==> src/rtl/noc_pkg.sv <==
// Shared constants and helpers for the mesh router: port numbering,
// flit field offsets and the XY dimension-ordered route function.
package noc_pkg;

  localparam int NP  = 5;
  localparam int P_L = 0;
  localparam int P_E = 1;
  localparam int P_W = 2;
  localparam int P_N = 3;
  localparam int P_S = 4;

  typedef logic [NP-1:0] port_vec_t;

  function automatic int dst_x_lsb(input int flit_w, input int x_w);
    return flit_w - x_w;
  endfunction

  function automatic int dst_y_lsb(input int flit_w, input int x_w, input int y_w);
    return flit_w - x_w - y_w;
  endfunction

  // X is resolved completely before Y, which keeps mesh routing deadlock-free.
  function automatic port_vec_t xy_route(input int dst_x, input int dst_y,
                                         input int my_x,  input int my_y);
    port_vec_t dir;
    dir = '0;
    if (dst_x > my_x)      dir[P_E] = 1'b1;
    else if (dst_x < my_x) dir[P_W] = 1'b1;
    else if (dst_y > my_y) dir[P_N] = 1'b1;
    else if (dst_y < my_y) dir[P_S] = 1'b1;
    else                   dir[P_L] = 1'b1;
    return dir;
  endfunction

endpackage

==> src/rtl/noc_in_fifo.sv <==
// Input FIFO for one router port: wr_en/full push side with one slot of
// slack, head-of-line read side, and a sticky overflow flag for dropped pushes.
module noc_in_fifo #(
  parameter int FLIT_W = 40,
  parameter int DEPTH  = 4
) (
  input  logic              clk,
  input  logic              rst,
  input  logic              i_wr_en,
  input  logic [FLIT_W-1:0] i_data,
  input  logic              i_pop,
  output logic [FLIT_W-1:0] o_head,
  output logic              o_empty,
  output logic              o_full,
  output logic              o_overflow
);

  localparam int AW = $clog2(DEPTH);

  logic [FLIT_W-1:0] r_mem [DEPTH];
  logic [AW-1:0]     r_wr_ptr;
  logic [AW-1:0]     r_rd_ptr;
  logic [AW:0]       r_count;
  logic              r_overflow;
  logic              w_push;
  logic              w_pop;

  // Full one entry early: the upstream sees in_full a cycle late.
  assign o_full   = (r_count >= (AW+1)'(DEPTH-1));
  assign o_empty  = (r_count == '0);
  assign w_push   = i_wr_en & ~o_full;
  assign w_pop    = i_pop & ~o_empty;
  assign o_head   = r_mem[r_rd_ptr];
  assign o_overflow = r_overflow;

  // NOTE: storage has no reset; only pointers and count need a defined value,
  // and leaving the array unreset lets it map onto plain RAM/flops without a reset tree.
  always_ff @(posedge clk) begin
    if (w_push) r_mem[r_wr_ptr] <= i_data;
  end

  // NOTE: sequential state uses non-blocking assignments so every flop samples
  // pre-edge values regardless of statement or block order.
  always_ff @(posedge clk or posedge rst) begin
    if (rst) begin
      r_wr_ptr   <= '0;
      r_rd_ptr   <= '0;
      r_count    <= '0;
      r_overflow <= 1'b0;
    end else begin
      if (w_push) r_wr_ptr <= r_wr_ptr + 1'b1;
      if (w_pop)  r_rd_ptr <= r_rd_ptr + 1'b1;
      case ({w_push, w_pop})
        2'b10:   r_count <= r_count + 1'b1;
        2'b01:   r_count <= r_count - 1'b1;
        default: r_count <= r_count;
      endcase
      if (i_wr_en && o_full) r_overflow <= 1'b1;
    end
  end

endmodule

==> src/rtl/noc_mesh_router.sv <==
// Five-port XY mesh router: per-input FIFOs, dimension-ordered routing on
// FIFO heads, per-output round-robin arbitration and registered outputs.
module noc_mesh_router
  import noc_pkg::*;
#(
  parameter int FLIT_W = 40,
  parameter int X_W    = 2,
  parameter int Y_W    = 2,
  parameter int MY_X   = 0,
  parameter int MY_Y   = 0,
  parameter int DEPTH  = 4
) (
  input  logic                 clk,
  input  logic                 rst,
  input  logic [NP-1:0]        in_wr_en,
  input  logic [NP*FLIT_W-1:0] in_data,
  output logic [NP-1:0]        in_full,
  output logic [NP-1:0]        out_wr_en,
  output logic [NP*FLIT_W-1:0] out_data,
  input  logic [NP-1:0]        out_next_full,
  output logic [NP-1:0]        overflow
);

  localparam int X_LSB = dst_x_lsb(FLIT_W, X_W);
  localparam int Y_LSB = dst_y_lsb(FLIT_W, X_W, Y_W);

  logic [FLIT_W-1:0]    w_head  [NP];
  port_vec_t            w_route [NP];
  logic [NP-1:0]        w_empty;
  logic [NP-1:0]        w_pop;
  logic [NP-1:0]        w_grant_vld;
  logic [2:0]           w_winner [NP];
  logic [2:0]           r_rr_ptr [NP];
  logic [NP-1:0]        r_out_wr_en;
  logic [NP*FLIT_W-1:0] r_out_data;

  for (genvar p = 0; p < NP; p++) begin : g_in
    noc_in_fifo #(
      .FLIT_W (FLIT_W),
      .DEPTH  (DEPTH)
    ) u_fifo (
      .clk        (clk),
      .rst        (rst),
      .i_wr_en    (in_wr_en[p]),
      .i_data     (in_data[p*FLIT_W +: FLIT_W]),
      .i_pop      (w_pop[p]),
      .o_head     (w_head[p]),
      .o_empty    (w_empty[p]),
      .o_full     (in_full[p]),
      .o_overflow (overflow[p])
    );

    assign w_route[p] = w_empty[p] ? '0 :
                        xy_route(int'(w_head[p][X_LSB +: X_W]),
                                 int'(w_head[p][Y_LSB +: Y_W]), MY_X, MY_Y);
  end

  // Each head has a one-hot route, so an input can win at most one output
  // and w_pop never needs to arbitrate between outputs.
  // NOTE: every output of this block gets a default first, so no path leaves
  // a value unassigned and no latch is inferred.
  always_comb begin
    logic [3:0] sum;
    logic [2:0] idx;
    sum         = '0;
    idx         = '0;
    w_pop       = '0;
    w_grant_vld = '0;
    for (int o = 0; o < NP; o++) begin
      w_winner[o] = '0;
      for (int k = 0; k < NP; k++) begin
        sum = {1'b0, r_rr_ptr[o]} + 4'(k);
        if (sum >= 4'(NP)) sum = sum - 4'(NP);
        idx = sum[2:0];
        if (!w_grant_vld[o] && !out_next_full[o] && w_route[idx][o]) begin
          w_grant_vld[o] = 1'b1;
          w_winner[o]    = idx;
          w_pop[idx]     = 1'b1;
        end
      end
    end
  end

  always_ff @(posedge clk or posedge rst) begin
    if (rst) begin
      r_out_wr_en <= '0;
      r_out_data  <= '0;
      for (int o = 0; o < NP; o++) r_rr_ptr[o] <= '0;
    end else begin
      r_out_wr_en <= w_grant_vld;
      for (int o = 0; o < NP; o++) begin
        if (w_grant_vld[o]) begin
          r_out_data[o*FLIT_W +: FLIT_W] <= w_head[w_winner[o]];
          r_rr_ptr[o] <= (w_winner[o] == 3'(NP-1)) ? 3'd0 : w_winner[o] + 3'd1;
        end
      end
    end
  end

  assign out_wr_en = r_out_wr_en;
  assign out_data  = r_out_data;

endmodule

==> config.mk <==
export PLATFORM = sky130hd
export DESIGN_NAME = noc_mesh_router
export DESIGN_NICKNAME = d
export VERILOG_FILES = /design/src/rtl/noc_pkg.sv /design/src/rtl/noc_in_fifo.sv /design/src/rtl/noc_mesh_router.sv
export SDC_FILE = /design/constraint.sdc
export NUM_CORES = 1
export LEC_CHECK = 0
export ABC_CLOCK_PERIOD_IN_PS = 6600
export CAP_MARGIN = 15
export CORE_ASPECT_RATIO = 1.2
export CORE_MARGIN = 1
export CORE_UTILIZATION = 57
export DETAILED_ROUTE_END_ITERATION = 6
export GPL_TIMING_DRIVEN = 0
export HOLD_SLACK_MARGIN = 0.15
export PLACE_DENSITY = 0.81
export SYNTH_ARGS = -nofsm -noshare
export SYNTH_HDL_FRONTEND = slang
export SYNTH_SLANG_ARGS = --single-unit
==> constraint.sdc <==
create_clock -name clk -period 6.6 [get_ports clk]
set_clock_uncertainty 0.2 [all_clocks]
set_input_delay 0.66 -clock clk [delete_from_list [all_inputs] [get_ports clk]]
set_output_delay 0.66 -clock clk [all_outputs]
set_load 0.01 [all_outputs]
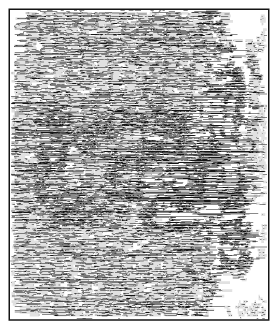
**Above:** M1 wires.
Scale: 1 px per um. Cells faint in the background.
The layer carries 50.1 mm of wire. 3406 nets have wire on it. The wires run mostly horizontal.

==> notes.md <==
run results: Top Usage Layer GRT met2, main flop type edfxtp_1, Synth Instances 2849, DR WL met2 71900 um, Cell Area, Placed 50400 um2, aoi/oai-family share of the synthesized area 0.0893, via count 29800, nets@finish 3664, hold crit path type flip-flop to flip-flop, Adder Area Share 0.0189, Synth Cell Area 44800 um2, final hold viol count 0, Non-Filler Instances 4508, register with the most flip-flops g_in.u_fifo.r_mem, comb area leader multiplexers, initial antenna violation count 19, Top cell area share 0.536, CTS root buffer clkbuf_16, max-slew violations 0, RR Startpoint r_rr_ptr[3]$_DFFE_PP0P_, Resized cells post-CTS 1, Worst EP required 7010 ps, largest net degree at the start of global routing 89, Yosys chip area 44800 um2, Reg clk slew, reported paths 70 ps, crit path kind flip-flop to flip-flop, Avg Vias per Cell 6.61, grt met2 use 0.603, yosys warns 0, vias in the first global route 30000, number of enable flip-flop cells 800, Final Core Density 0.689, WL met3 13100 um, fin crit share 0.967, CP Capture Point g_in[2].u_fifo.r_count[2]$_DFFE_PP0P_, setup ws final 218 ps, tool warning count 61, routed len/inst 32.9 um, CTS tree built, logic area 15200 um2, Slew Limit Headroom 0.185, CTS Sinks 972, cell taking the most area after synthesis edfxtp_1, met3 GRT Util 0.0708, DRC Markers 0, FF-to-FF path depth 21, xor/xnor share 0.00762, grt met1 use 0.437, ys cells 2849, Seq cells post-synth 972, critical path capture point type flip-flop, dpl cells 4319, outcome finished clean, Setup Fix Bufs, Post-CTS 0, grt ovf 0, Total Wirelength 148000 um, multiplexer share of the synthesized area 0.161, Layout area overhead 19.5%
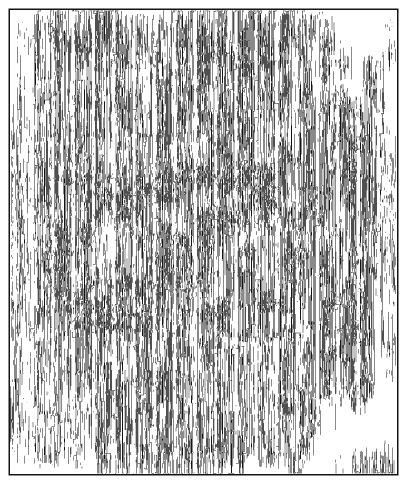
**Above:** met2 routing.
Scale: 1.5 px per um.
The layer holds 49% of the routed length. The longest straight run is 168 um. The wires run mostly vertical.

==> critical path, cell delays in order, from the launching register on <==
cell and delay, ps:
dfrtp_1 440, buf_2 250, clkinv_1 280, ha_1 500, clkinvlp_4 270, o32a_1 270, and2_0 150, buf_1 210
o41ai_2 510, nor4_2 180, a211oi_1 440, buf_2 320, nand3_1 260, or3_1 510, o311ai_2 210, or2_2 270
ha_1 190, inv_1 60, fa_1 370, xor2_1 150, nor2_1 120, xor2_1 150
==> area by class of cell <==
cell class	instances	share of cell area
timing repair buffer	364	0.0729
clock inverter	59	0.0130
inverter	76	0.00553
antenna	14	0.000653
tap	1026	0.0239
clock buffer	115	0.0457
sequential	972	0.528
buffer	246	0.0263
multi-input combinational	1636	0.284
